**config.mk**
```make
export PLATFORM = sky130hd
export DESIGN_NAME = sync_fifo_fwft_adapter_flat
export DESIGN_NICKNAME = d
export VERILOG_FILES = /design/src/rtl/sync_fifo_fwft_adapter_if.sv /design/src/rtl/sync_fifo_fwft_adapter.sv /design/src/flat_wrapper.sv
export SDC_FILE = /design/constraint.sdc
export NUM_CORES = 1
export LEC_CHECK = 0
export CORE_MARGIN = 3
export CORE_UTILIZATION = 52
export CTS_BUF_LIST = sky130_fd_sc_hd__clkbuf_4
export DETAILED_ROUTE_END_ITERATION = 10
export PLACE_DENSITY = 0.83
export SETUP_SLACK_MARGIN = 0.15
export SLEW_MARGIN = 20
export SYNTH_ARGS = -nofsm -noshare
export SYNTH_HDL_FRONTEND = slang
export SYNTH_SLANG_ARGS = --single-unit
export TNS_END_PERCENT = 1
```
**constraint.sdc**
```tcl
create_clock -name clk_i -period 2.8 [get_ports clk_i]
set_input_delay 0.56 -clock clk_i [delete_from_list [all_inputs] [get_ports clk_i]]
set_output_delay 0.56 -clock clk_i [all_outputs]
set_load 0.02 [all_outputs]
```
**src/rtl/sync_fifo_fwft_adapter_if.sv**
```systemverilog
// Bundles the upstream FIFO read port and the downstream valid/ready stream
// seen by sync_fifo_fwft_adapter (master = adapter side).
interface sync_fifo_fwft_adapter_if #(
   parameter int DATA_WIDTH = 32
);
   logic                  fifo_re_o;
   logic [DATA_WIDTH-1:0] fifo_data_i;
   logic                  fifo_empty_i;
   logic [DATA_WIDTH-1:0] m_data_o;
   logic                  m_valid_o;
   logic                  m_ready_i;

   modport master (
      output fifo_re_o,
      input  fifo_data_i,
      input  fifo_empty_i,
      output m_data_o,
      output m_valid_o,
      input  m_ready_i
   );

   modport slave (
      input  fifo_re_o,
      output fifo_data_i,
      output fifo_empty_i,
      input  m_data_o,
      input  m_valid_o,
      output m_ready_i
   );
endinterface

```
**src/rtl/sync_fifo_fwft_adapter.sv**
```systemverilog
// FWFT adapter: 2-entry prefetch buffer turning a 1-cycle-latency FIFO read port
// into a valid/ready stream. Optional underrun counter: SYNC_FIFO_FWFT_UNDERRUN_CNT_EN.
module sync_fifo_fwft_adapter #(
   parameter int DATA_WIDTH = 32
) (
   input  logic                     clk_i,
   input  logic                     rst_ni,
   input  logic                     flush_i,
   sync_fifo_fwft_adapter_if.master bus,
`ifdef SYNC_FIFO_FWFT_UNDERRUN_CNT_EN
   output logic [15:0]              underrun_cnt_o,
`endif
   output logic [1:0]               level_o
);

   logic [1:0]            count_q;
   logic                  inflight_q;
   logic [DATA_WIDTH-1:0] head_q;
   logic [DATA_WIDTH-1:0] tail_q;
   logic                  pop;
   logic                  push;
   logic                  fifo_re;
   logic [2:0]            occupancy;

   assign pop  = (count_q != 2'd0) & bus.m_ready_i;
   assign push = inflight_q & ~flush_i;

   // Credit counts the in-flight word and frees the slot being popped this cycle,
   // which is what lets a held-ready consumer see one word per cycle.
   assign occupancy = {1'b0, count_q} + {2'b00, inflight_q} - {2'b00, pop};
   assign fifo_re   = rst_ni & ~bus.fifo_empty_i & ~flush_i & (occupancy < 3'd2);

   assign bus.fifo_re_o = fifo_re;
   assign bus.m_valid_o = (count_q != 2'd0);
   assign bus.m_data_o  = head_q;
   assign level_o       = count_q;

   always_ff @(posedge clk_i or negedge rst_ni) begin
      if (!rst_ni) begin
         count_q    <= 2'd0;
         inflight_q <= 1'b0;
         head_q     <= '0;
         tail_q     <= '0;
      end else begin
         inflight_q <= fifo_re;
         if (flush_i) begin
            count_q <= 2'd0;
         end else begin
            case (count_q)
               2'd0: begin
                  if (push) begin
                     head_q  <= bus.fifo_data_i;
                     count_q <= 2'd1;
                  end
               end
               2'd1: begin
                  if (push && pop) begin
                     head_q <= bus.fifo_data_i;
                  end else if (push) begin
                     tail_q  <= bus.fifo_data_i;
                     count_q <= 2'd2;
                  end else if (pop) begin
                     count_q <= 2'd0;
                  end
               end
               2'd2: begin
                  // Push without pop cannot happen here: the credit rule blocks the read.
                  if (pop) begin
                     head_q <= tail_q;
                     if (push) begin
                        tail_q <= bus.fifo_data_i;
                     end else begin
                        count_q <= 2'd1;
                     end
                  end
               end
               default: count_q <= 2'd0;
            endcase
         end
      end
   end

`ifdef SYNC_FIFO_FWFT_UNDERRUN_CNT_EN
   logic [15:0] underrun_q;

   always_ff @(posedge clk_i or negedge rst_ni) begin
      if (!rst_ni) begin
         underrun_q <= 16'd0;
      end else if (flush_i) begin
         underrun_q <= 16'd0;
      end else if (bus.m_ready_i && (count_q == 2'd0) && (underrun_q != 16'hFFFF)) begin
         underrun_q <= underrun_q + 16'd1;
      end
   end

   assign underrun_cnt_o = underrun_q;
`endif

endmodule
```
**src/flat_wrapper.sv**
```systemverilog
// flat-port wrapper written by rule: the top's interface ports become plain ports
module sync_fifo_fwft_adapter_flat 
#(
   parameter int DATA_WIDTH = 32
)
  (clk_i, rst_ni, flush_i, level_o, bus_fifo_re_o, bus_fifo_data_i, bus_fifo_empty_i, bus_m_data_o, bus_m_valid_o, bus_m_ready_i);
  sync_fifo_fwft_adapter_if #(.DATA_WIDTH(DATA_WIDTH)) bus_i ();
  input  logic clk_i;
  input  logic rst_ni;
  input  logic flush_i;
  output logic [1:0] level_o;
  output wire logic [$bits(bus_i.fifo_re_o)-1:0] bus_fifo_re_o;
  input wire logic [$bits(bus_i.fifo_data_i)-1:0] bus_fifo_data_i;
  input wire logic [$bits(bus_i.fifo_empty_i)-1:0] bus_fifo_empty_i;
  output wire logic [$bits(bus_i.m_data_o)-1:0] bus_m_data_o;
  output wire logic [$bits(bus_i.m_valid_o)-1:0] bus_m_valid_o;
  input wire logic [$bits(bus_i.m_ready_i)-1:0] bus_m_ready_i;
  assign bus_fifo_re_o = bus_i.fifo_re_o;
  assign bus_i.fifo_data_i = bus_fifo_data_i;
  assign bus_i.fifo_empty_i = bus_fifo_empty_i;
  assign bus_m_data_o = bus_i.m_data_o;
  assign bus_m_valid_o = bus_i.m_valid_o;
  assign bus_i.m_ready_i = bus_m_ready_i;
  sync_fifo_fwft_adapter #(.DATA_WIDTH(DATA_WIDTH)) u_core (.clk_i(clk_i), .rst_ni(rst_ni), .flush_i(flush_i), .bus(bus_i), .level_o(level_o));
endmodule
```
==> reports/qor.rpt <==
PLACED DESIGN
------------------------------------------------------------------------------------------------------
RD Place Congestion                                                                              0.734
Number of placed instances, taps included                                                          343

DIE
------------------------------------------------------------------------------------------------------
Core Region                                                                                  5680 um^2
Well-Tap Cells                                                                                      72
Width of the chip                                                                              83.7 um
Die area                                                                                     7000 um^2
Height of the chip                                                                             83.7 um
FP Util                                                                                          55.2%
Std-Cell Rows                                                                                       27

YOSYS
------------------------------------------------------------------------------------------------------
Async S/R FF share, synth                                                                         100%
Flip-flops with a built-in enable                                                                    0
Simple Share, Synth                                                                              3.19%
Top_reg_cell synth                                                                             dfrtp_1
Yosys warning total                                                                                  0
Cell area after technology mapping                                                           3140 um^2
XOR/XNOR share of the synthesized area                                                          0.279%
Cells in synth_stat.txt                                                                            200
Post-synthesis chip area from yosys                                                          3140 um^2
Sequential-to-total area share from yosys stat                                                   53.5%
Number of register bits inferred by synthesis                                                       67
Synthesized Nets                                                                                   238
Fraction of the mapped netlist area in adder cells                                              0.638%
Share of the synthesized area in the top cell type                                               53.5%

CRITICAL PATH
------------------------------------------------------------------------------------------------------
Maximum single-stage delay on the critical path                                                0.49 ns
Reg2Reg Launch Point                                                                      u_core.level_o[1]$_DFFE_PN0P_
Startpoint type of the worst setup path                                                   primary input
Kind of cell adding the most delay to the critical path                                   simple AND/OR/NAND/NOR gates
Endpoint kind of the worst setup timing path                                                output pin
Arr. time, crit path                                                                           2.16 ns
Worst-path fanout max                                                                                3
Number of buffers and inverters on the critical path                                                 3
Ordered cell list for the critical path                                                   clkdlybuf4s15_1, and3b_2, buf_6, fa_1, nand2_1, nor4_2, buf_4
Logic depth of the worst register-to-register path                                                   6
Required time at the worst-slack endpoint                                                      2.24 ns
Worst reg2reg setup slack                                                                      0.75 ns
Capturing point of the worst reg2reg path                                                 u_core.bus.m_data_o[3]$_DFFE_PN0P_
Slowest cell on the critical path                                                                 fa_1

DETAILED ROUTING
------------------------------------------------------------------------------------------------------
Via count normalized by instance count                                                            5.20
DRC violations left                                                                                  0
Metal1 wirelength                                                                              2.73 mm
Antenna Nets Post-Route                                                                              0
DR top layer                                                                                      met4
Met3 routed wirelength                                                                          304 um
Pre-antenna DRT Iters                                                                                2

STA
------------------------------------------------------------------------------------------------------
Final-layout worst hold slack                                                                 0.373 ns
Number of max-slew violations in the final report                                                    0
RSZ-0062 raised after global routing                                                              true
Timing-limited maximum frequency                                                             0.368 GHz
Minimum period implied by the final worst setup slack                                          2.72 ns
Relative slew slack                                                                              43.6%
Final Hold Vio Count                                                                                 0
Min setup slack post-route                                                                   0.0836 ns

POWER
------------------------------------------------------------------------------------------------------
Net switching power of the design                                                               727 uW
Net Sw Frac                                                                                      29.5%
Pwr dens                                                                                   606 nW/um^2
Sequential cell fraction of total power                                                          50.0%
LEAKAGE                                                                                        1.82 nW

GLOBAL ROUTE
------------------------------------------------------------------------------------------------------
Largest net degree at the start of global routing                                                   68
Vias in the first global route                                                                   2,106
M1 GR Usage                                                                                      23.8%
Number of antenna violations at the first check in global routing                                    0
Global-route wire length before repair                                                         10.2 mm

LAYOUT
------------------------------------------------------------------------------------------------------
Gate Area                                                                                    1350 um^2
Fraction of area in registers                                                                    41.3%
Number of flip-flops and latches                                                                    67
Clock network area share                                                                         2.22%
Post-Layout Cell Count                                                                             361
Area-dominant cell class after layout                                                     flip-flops and latches

CLOCK NETWORK
------------------------------------------------------------------------------------------------------
Number of H-tree branching levels                                                                    3
Hold-fix buffer count after cts                                                                      0
Clock transition at the register clock pins on the worst setup and hold paths after CTS        0.10 ns
CTS max path bufs                                                                                    2
Clock root buffer master                                                                      clkbuf_4
Clock sink count                                                                                    67

RUN STATUS
------------------------------------------------------------------------------------------------------
Status                                                                                       completed

RUN
------------------------------------------------------------------------------------------------------
Tally of max-capacitance violations                                                                  0
Tally of OpenROAD warnings                                                                          28

==> registers in the layout, indices dropped and copies added (netlist names) <==
register             count
u_core.bus.m_data_o     32
u_core.inflight_q        1
u_core.level_o           2
u_core.tail_q           32
==> metrics by stage <==
step / util (%) / TNS (ns) / cell area [um^2] / power, mW
finish: 71.6 / 0 / 4060 / 2.46
global route: 71.6 / 0 / 4060 / 2.60
CTS: 71.4 / 0 / 4050 / 2.49
detailed placement: 69.3 / -0.602 / 3930 / 2.01
global placement: 69.3 / -0.539 / 3930 / 1.99
floorplan: - / 0 / 3140 / 1.61
==> what timing repair did <==
action                     4_1_cts  5_1_grt
setup buffers                    3        1
pin swaps                        3        3
setup endpoints to repair        1        1
gates cloned                     0        0
resized                         12        1
==> worst register-to-register path, cell delays in order, from the launching register on <==
cell and delay (ns):
dfrtp_1 0.36, buf_4 0.11, buf_6 0.14, nor2b_4 0.48
buf_12 0.25, mux2_2 0.34, mux2_2 0.26
==> cell usage in the layout (no fill, tap or decap) <==
master	Yosys	routed
clkdlybuf4s50_1	0	69
dfrtp_1	67	67
mux2_2	51	51
mux2_1	36	36
buf_4	0	11
mux2_4	9	9
clkbuf_4	0	9
clkinv_2	0	3
nor2b_1	3	2
nand2_1	2	2
nand2b_1	2	2
a21oi_1	2	2
clkinv_1	0	2
buf_12	0	2
buf_6	11	2
or2_2	1	1
and3b_2	0	1
o21ai_2	0	1
xor2_1	1	1
nor4_2	0	1
nor3b_2	1	1
o21ai_4	1	1
nor2b_4	0	1
mux2i_1	1	1
o32ai_4	1	1
inv_1	1	1
or2b_1	1	1
a32oi_1	1	1
nor2_1	1	1
or3b_2	1	1
nand3b_1	1	1
o21ba_2	1	1
fa_1	1	1
clkdlybuf4s15_1	0	1
buf_2	0	1
==> power by group through the flow <==
stage	Clock, mW	Combinational, mW	Sequential, mW
2_1_floorplan	0	0.213	1.40
3_3_place_gp	0	0.748	1.24
4_1_cts	0.496	0.764	1.23
5_1_grt	0.545	0.800	1.25
3_5_place_dp	0	0.760	1.25
6_report	0.479	0.752	1.23
==> kinds of logic (layout without fill, tap and decap cells) <==
logic type	after synthesis	count (layout)
AND-OR/OR-AND	7	7
XOR/XNOR	1	1
adder cells (fa/ha/maj)	1	1
buffers and inverters	12	101
flip-flops	67	67
multiplexers	97	97
AND/OR/NAND/NOR	15	15
==> Yosys cell counts (all sizes together) (2+ instances only) <==
cell    instances
dfrtp          67
o21ai           2
nor2b           3
mux2           96
a21oi           2
nand2           2
buf            11
nand2b          2
==> worst max path at each step <==
stage | startpoint | end | slack (ns) | cells after the start
3_5_place_dp | bus_m_ready_i | bus_fifo_re_o | -0.60 | 7
2_1_floorplan | u_core.level_o[1]$_DFFE_PN0P_ | bus_fifo_re_o | 0.16 | 6
3_3_place_gp | bus_m_ready_i | bus_fifo_re_o | -0.54 | 7
4_1_cts | u_core.level_o[1]$_DFFE_PN0P_ | bus_fifo_re_o | 0.07 | 6
6_report | bus_m_ready_i | bus_fifo_re_o | 0.08 | 7
5_1_grt | u_core.level_o[1]$_DFFE_PN0P_ | bus_fifo_re_o | 0.03 | 6
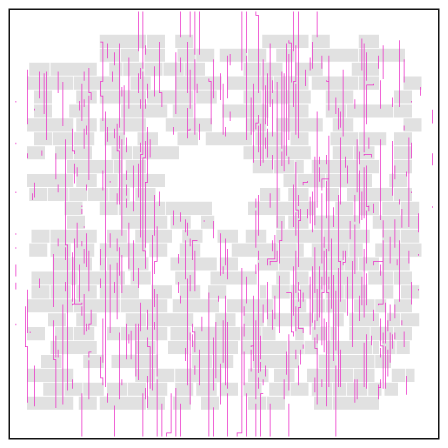
Fig. 1. Met2 routing.
299 nets have wire on it. The wires run mostly vertical. The layer carries 2,850 um of wire.
sum of routed wire length over all layers: 5.96 mm
met2 usage in global routing: 29.2%
via total after detailed routing: 1,876

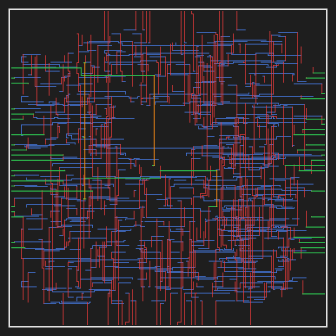
Fig. 2. Metal layers overlaid.
Blue is met1, wire length 2,730 um. Green is met3, wire length 305 um. Orange is met4, wire length 69.4 um. Red is met2, wire length 2,850 um.
Tot GR Track Use: 18.5%
Routed WL per cell: 16.5 um

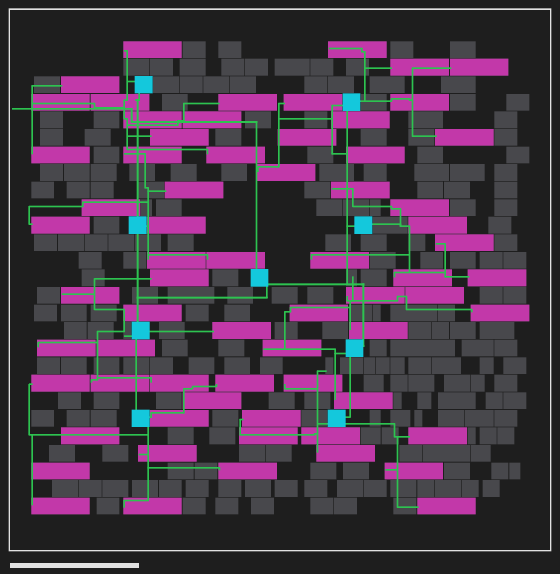
Fig. 3. Clock wires, drivers and flops.
Bar = 20 um.
Magenta is flip-flops, count 67. Green is clock wires, length 788 um. Cyan is cells driving clock nets, count 9.
There are 10 routed clock nets.
power share of the clock group: 19.4%
Insertion Delay late pin: 0.38 ns
clk_skew: 0.00515 ns

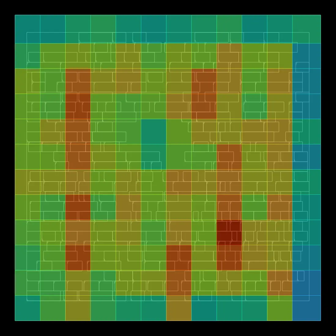
Fig. 4. Congestion heat map.
busiest metal layer after global routing: met2
utilization of the core after routing: 71.6%

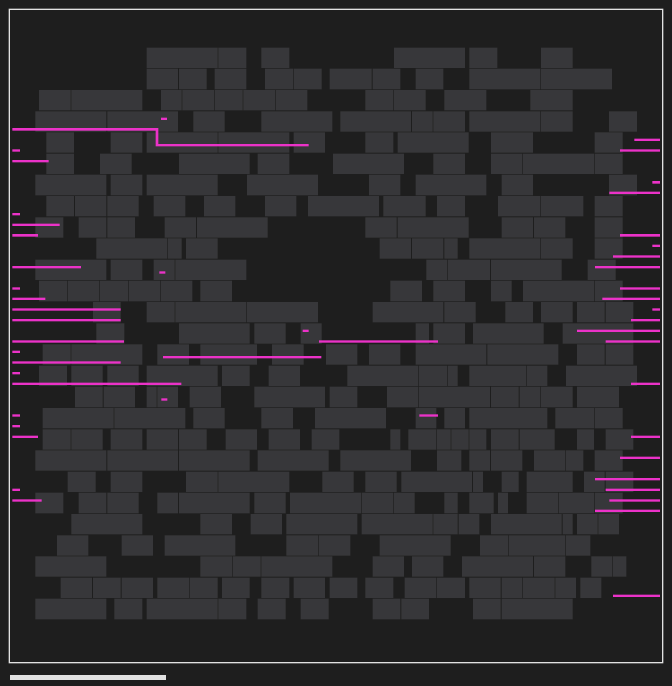
Fig. 5. Met3 routing.
Bar = 20 um.
The layer carries 305 um of wire. 44 nets have wire on it. The layer holds 5.1% of the routed length. The wires run mostly horizontal. The longest straight run is 21.4 um.
met3 usage: 4.64%

Power and IR drop assume default switching activity.
